**src/rtl/digit_scan_pkg.sv**
```systemverilog
// Shared definitions for the digit scanner and its companion display blocks.
// SEG_* constants are shared with seven_seg.
package digit_scan_pkg;

  localparam int unsigned SEG_NIBBLE_W = 4;
  localparam logic        SEG_BLANK    = 1'b0;

  // Source of a display-register update at a frame boundary.
  typedef enum logic [1:0] {
    XFER_NONE   = 2'd0,
    XFER_SHADOW = 2'd1,
    XFER_BYPASS = 2'd2
  } xfer_e;

endpackage

```
**src/rtl/digit_scan_tick_gen.sv**
```systemverilog
// Free-running prescaler: tick is high for one cycle out of every DIV.
module tick_gen #(
  parameter int unsigned DIV = 1000
) (
  input  logic clk,
  input  logic rst_n,
  output logic tick
);

  localparam int unsigned CNT_W = (DIV > 1) ? $clog2(DIV) : 1;

  logic [CNT_W-1:0] presc_q, presc_d;

  always_comb begin
    presc_d = presc_q + 1'b1;
    if (tick) begin
      presc_d = '0;
    end
  end

  assign tick = (presc_q == CNT_W'(DIV - 1));

  always_ff @(posedge clk or negedge rst_n) begin
    if (!rst_n) begin
      presc_q <= '0;
    end else begin
      presc_q <= presc_d;
    end
  end

endmodule

```
**src/rtl/digit_scan.sv**
```systemverilog
// Time-multiplexed digit scanner with frame-synchronous double buffering.
// Optional LEADING_ZERO_BLANK_EN suppresses the anodes of leading zero digits.
module digit_scan
  import digit_scan_pkg::*;
#(
  parameter int unsigned NUM_DIGITS = 4,
  parameter int unsigned DIV        = 1000
) (
  input  logic                               clk,
  input  logic                               rst_n,
  input  logic                               load,
  input  logic [SEG_NIBBLE_W*NUM_DIGITS-1:0] digits_in,
  output logic [SEG_NIBBLE_W-1:0]            nibble,
  output logic [NUM_DIGITS-1:0]              an,
  output logic                               ack
);

  localparam int unsigned IDX_W  = $clog2(NUM_DIGITS);
  localparam int unsigned DATA_W = SEG_NIBBLE_W * NUM_DIGITS;

  logic              tick;
  logic              frame_end;
  xfer_e             xfer;
  logic [IDX_W-1:0]  idx_q, idx_d;
  logic [DATA_W-1:0] disp_q, disp_d;
  logic [DATA_W-1:0] shadow_q, shadow_d;
  logic              pending_q, pending_d;
  logic              ack_q, ack_d;
  logic [NUM_DIGITS-1:0] blank;

  tick_gen #(.DIV(DIV)) u_tick_gen (
    .clk   (clk),
    .rst_n (rst_n),
    .tick  (tick)
  );

  assign frame_end = tick && (idx_q == IDX_W'(NUM_DIGITS - 1));

  always_comb begin
    idx_d = idx_q;
    if (tick) begin
      idx_d = (idx_q == IDX_W'(NUM_DIGITS - 1)) ? '0 : idx_q + 1'b1;
    end
  end

  // A load landing on frame_end goes straight to disp so it is not lost a frame.
  always_comb begin
    xfer = XFER_NONE;
    if (frame_end) begin
      if (load) begin
        xfer = XFER_BYPASS;
      end else if (pending_q) begin
        xfer = XFER_SHADOW;
      end
    end
  end

  always_comb begin
    disp_d    = disp_q;
    shadow_d  = shadow_q;
    pending_d = pending_q;
    ack_d     = 1'b0;
    if (load) begin
      shadow_d  = digits_in;
      pending_d = 1'b1;
    end
    case (xfer)
      XFER_BYPASS: begin
        disp_d    = digits_in;
        pending_d = 1'b0;
        ack_d     = 1'b1;
      end
      XFER_SHADOW: begin
        disp_d    = shadow_q;
        pending_d = 1'b0;
        ack_d     = 1'b1;
      end
      default: ;
    endcase
  end

  always_ff @(posedge clk or negedge rst_n) begin
    if (!rst_n) begin
      idx_q     <= '0;
      disp_q    <= '0;
      shadow_q  <= '0;
      pending_q <= 1'b0;
      ack_q     <= 1'b0;
    end else begin
      idx_q     <= idx_d;
      disp_q    <= disp_d;
      shadow_q  <= shadow_d;
      pending_q <= pending_d;
      ack_q     <= ack_d;
    end
  end

`ifdef LEADING_ZERO_BLANK_EN
  // Walk from the most significant digit down, tracking "all zero so far".
  always_comb begin
    logic upper_zero;
    upper_zero = 1'b1;
    blank      = '0;
    for (int unsigned k = 0; k < NUM_DIGITS; k++) begin
      int unsigned j;
      j = NUM_DIGITS - 1 - k;
      upper_zero = upper_zero & (disp_q[SEG_NIBBLE_W*j +: SEG_NIBBLE_W] == '0);
      if (j != 0) begin
        blank[j] = upper_zero;
      end
    end
  end
`else
  assign blank = '0;
`endif

  always_comb begin
    an = '0;
    for (int unsigned k = 0; k < NUM_DIGITS; k++) begin
      an[k] = ((idx_q == IDX_W'(k)) && !blank[k]) ? ~SEG_BLANK : SEG_BLANK;
    end
  end

  assign nibble = disp_q[SEG_NIBBLE_W*idx_q +: SEG_NIBBLE_W];
  assign ack    = ack_q;

endmodule
```
**config.mk**
```make
export PLATFORM = sky130hd
export DESIGN_NAME = digit_scan
export DESIGN_NICKNAME = d
export VERILOG_FILES = /design/src/rtl/digit_scan_pkg.sv /design/src/rtl/digit_scan_tick_gen.sv /design/src/rtl/digit_scan.sv
export SDC_FILE = /design/constraint.sdc
export NUM_CORES = 1
export LEC_CHECK = 0
export ABC_AREA = 1
export CAP_MARGIN = 20
export CORE_ASPECT_RATIO = 1.25
export CORE_MARGIN = 5
export CORE_UTILIZATION = 40
export DETAILED_ROUTE_END_ITERATION = 8
export SLEW_MARGIN = 20
export SYNTH_ARGS = -nofsm -noshare
export SYNTH_HDL_FRONTEND = slang
export SYNTH_SLANG_ARGS = --single-unit
```
**constraint.sdc**
```tcl
create_clock -name clk -period 2.6 [get_ports clk]
set_input_delay 0.78 -clock clk [delete_from_list [all_inputs] [get_ports clk]]
set_output_delay 0.78 -clock clk [all_outputs]
set_load 0.02 [all_outputs]
```
==> impl_metrics.xml, run 1 <==
<?xml version="1.0" encoding="UTF-8"?>
<metrics>
  <group name="setup_path">
    <metric name="path_max_fanout" unit="">12</metric>
    <metric name="timing.critical_path.arrival" unit="ns">1.66</metric>
    <metric name="crit_path_launch_type" unit="">flop</metric>
    <metric name="worstRegToRegCells" unit="">10</metric>
    <metric name="r2r_end" unit="">disp_q[6]</metric>
    <metric name="critical_path.top_delay_family" unit="">buffers and inverters</metric>
    <metric name="cp.buffers_inverters" unit="">1</metric>
  </group>
  <group name="final_timing">
    <metric name="postLayoutSetupSlackWorst" unit="ns">0.156</metric>
    <metric name="slew-limit-headroom" unit="%">63.0</metric>
    <metric name="worst_clock_skew" unit="ns">0.00400</metric>
    <metric name="timing_worst_slew_pin_value" unit="ns">0.555</metric>
    <metric name="fin_hold_ws" unit="ns">0.461</metric>
  </group>
  <group name="floorplan">
    <metric name="core_area" unit="um2">5370</metric>
    <metric name="die.size.y" unit="um">92.4</metric>
    <metric name="fp-utilization" unit="%">40.5</metric>
  </group>
  <group name="status">
    <metric name="status" unit="">finished, final reports clean</metric>
  </group>
  <group name="placed_design">
    <metric name="place.gp.congestion" unit="">0.802</metric>
  </group>
  <group name="cells_and_area">
    <metric name="combinational_gates" unit="">168</metric>
  </group>
  <group name="global_route">
    <metric name="largest_net_degree_at_the_start_of_global_routing" unit="">25</metric>
  </group>
  <group name="routing">
    <metric name="drc_errors" unit="">0</metric>
  </group>
  <group name="synth">
    <metric name="synthDominantAreaCellType" unit="">sky130_fd_sc_hd__dfrtp_1</metric>
    <metric name="syn-num-nets" unit="">277</metric>
  </group>
  <group name="pwr">
    <metric name="power_density" unit="nW/um2">489</metric>
  </group>
  <group name="clocking">
    <metric name="cts-resized-gates" unit="">4</metric>
  </group>
</metrics>
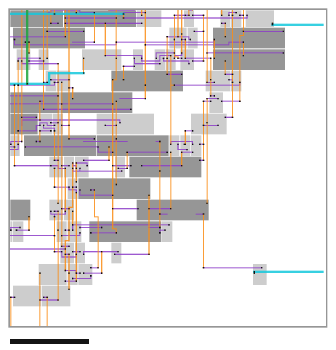
Run 1: a small window of the routed layout
Bar = 10 um. Region (36, 3) to (76, 43) um. Cells in gray, sequential cells in the stronger gray; small squares are vias.
M2 -> orange
M3 -> cyan
M1 -> purple
M4 -> green
cells with their middle in the window = 61
most frequent = dfrtp_1 (13), nand2_1 (12), o21ai_0 (10)
sequential cells in the window = 14
netlist names of flops here include = `u_tick_gen.presc_q` (5), `disp_q` (4), `shadow_q` (3)

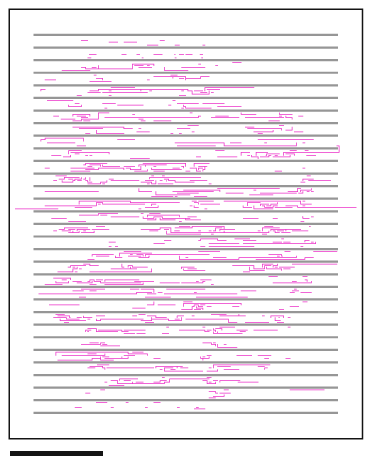
Run 1: M1 wires
Bar = 20 um. Supply wires on this layer in gray.
wire length on this layer = 1880 um
longest straight run = 21.2 um
main direction = horizontal
share of all routed wire = 45%
nets with wire on the layer = 279

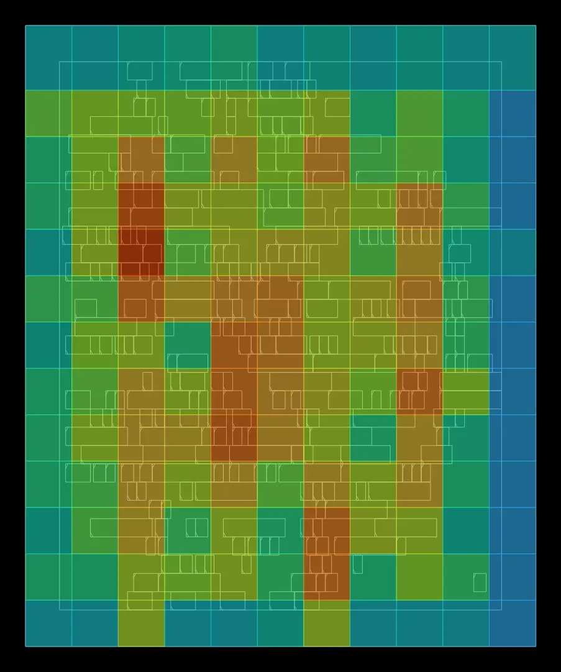
Run 1: congestion heat map
overall routing resource usage: 12.7%
global-route track usage on met2: 21.0%
GRT busiest layer: met2

==> run 2: changes to the inputs <==
--- a/config.mk
+++ b/config.mk
@@ -10,6 +10,7 @@
 export CORE_ASPECT_RATIO = 1.25
 export CORE_MARGIN = 5
 export CORE_UTILIZATION = 40
+export CTS_CLUSTER_SIZE = 16
 export DETAILED_ROUTE_END_ITERATION = 8
 export SLEW_MARGIN = 20
 export SYNTH_ARGS = -nofsm -noshare
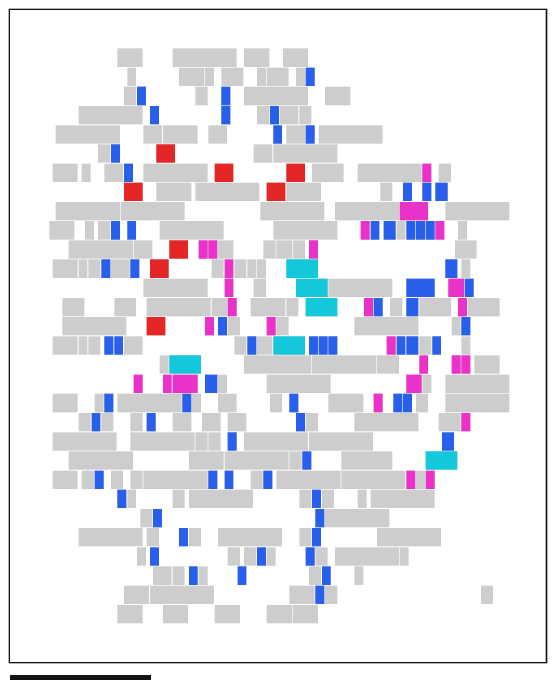
Run 2: selected gate families
Bar = 20 um.
nand cells -> blue  # cells 67, most used nand2_1
nor cells -> magenta  # cells 27, most used nor2_1
non-inverting ao/oa cells -> red  # cells 8, most used o21a_1
fa/ha/maj cells -> cyan  # cells 6, most used ha_1, where center

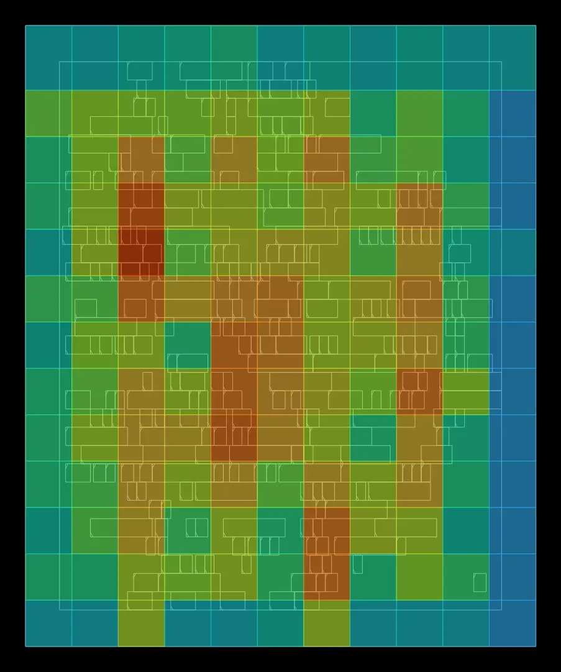
Run 2: congestion heat map
met3 Resource Use GR: 3.02%
met1 track utilization from global routing: 16.4%
utilization after layout: 48.9%
detailed-route wire length per cell: 11.9 um

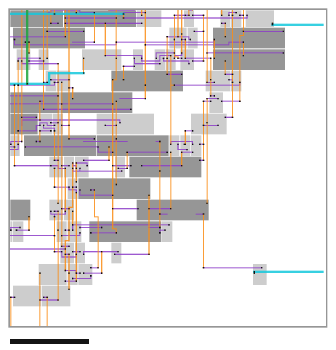
Run 2: a small window of the routed layout
Bar = 10 um. Region (36, 3) to (76, 43) um. Cells in gray, sequential cells in the stronger gray; small squares are vias.
M4 -> green
M2 -> orange
M3 -> cyan
M1 -> purple
most frequent = dfrtp_1 (13), nand2_1 (12), o21ai_0 (10)
cells with their middle in the window = 61
netlist names of flops here include = `u_tick_gen.presc_q` (5), `disp_q` (4), `shadow_q` (3)
sequential cells in the window = 14

==> run 2 against run 1 <==
Net effect: global-route usage is the same; power did not move; wire length unchanged; cell count stayed put; sequential cell count is the same; count of clock-buffer cells in the layout is the same; critical endpoint unchanged; clock power barely moved.
==> impl_metrics.xml, run 2 <==
<?xml version="1.0" encoding="UTF-8"?>
<metrics>
  <group name="setup_path">
    <metric name="worstRegToRegCells" unit="">10</metric>
    <metric name="path_max_fanout" unit="">12</metric>
    <metric name="crit_path_launch_type" unit="">flop</metric>
    <metric name="critical_path.top_delay_family" unit="">buffers and inverters</metric>
    <metric name="r2r_end" unit="">disp_q[6]</metric>
    <metric name="criticalPathCategory" unit="">reg2out</metric>
    <metric name="cp_data_required_time" unit="ns">1.82</metric>
    <metric name="cp.buffers_inverters" unit="">1</metric>
    <metric name="timing.critical_path.arrival" unit="ns">1.66</metric>
  </group>
  <group name="cells_and_area">
    <metric name="combinational_gates" unit="">168</metric>
    <metric name="finish.instance_area" unit="um2">2620</metric>
    <metric name="nNonClkBuffers" unit="">33</metric>
  </group>
  <group name="synth">
    <metric name="xor_share" unit="%">0.806</metric>
    <metric name="syn-num-nets" unit="">277</metric>
    <metric name="synthDominantAreaCellType" unit="">sky130_fd_sc_hd__dfrtp_1</metric>
  </group>
  <group name="floorplan">
    <metric name="die.size.y" unit="um">92.4</metric>
    <metric name="fp-utilization" unit="%">40.5</metric>
    <metric name="core_area" unit="um2">5370</metric>
    <metric name="tap-cell-count" unit="">64</metric>
  </group>
  <group name="global_route">
    <metric name="largest_net_degree_at_the_start_of_global_routing" unit="">25</metric>
    <metric name="met2_usage" unit="%">21.0</metric>
    <metric name="groute.usage.overall" unit="%">12.7</metric>
    <metric name="busiest_layer" unit="">met2</metric>
  </group>
  <group name="final_timing">
    <metric name="postLayoutSetupSlackWorst" unit="ns">0.156</metric>
    <metric name="fin_hold_ws" unit="ns">0.461</metric>
    <metric name="slew_viol_final" unit="">0</metric>
    <metric name="timing_worst_slew_pin_value" unit="ns">0.555</metric>
    <metric name="worst_clock_skew" unit="ns">0.00400</metric>
    <metric name="slew-limit-headroom" unit="%">63.0</metric>
    <metric name="setup_viol_count_final" unit="">0</metric>
  </group>
  <group name="routing">
    <metric name="drc_errors" unit="">0</metric>
  </group>
  <group name="clocking">
    <metric name="cts-resized-gates" unit="">4</metric>
  </group>
  <group name="status">
    <metric name="status" unit="">finished, final reports clean</metric>
  </group>
  <group name="placed_design">
    <metric name="place.gp.congestion" unit="">0.802</metric>
  </group>
  <group name="pwr">
    <metric name="power_density" unit="nW/um2">489</metric>
  </group>
</metrics>
Power figures rest on the tool's default switching activity, not on a simulated workload.
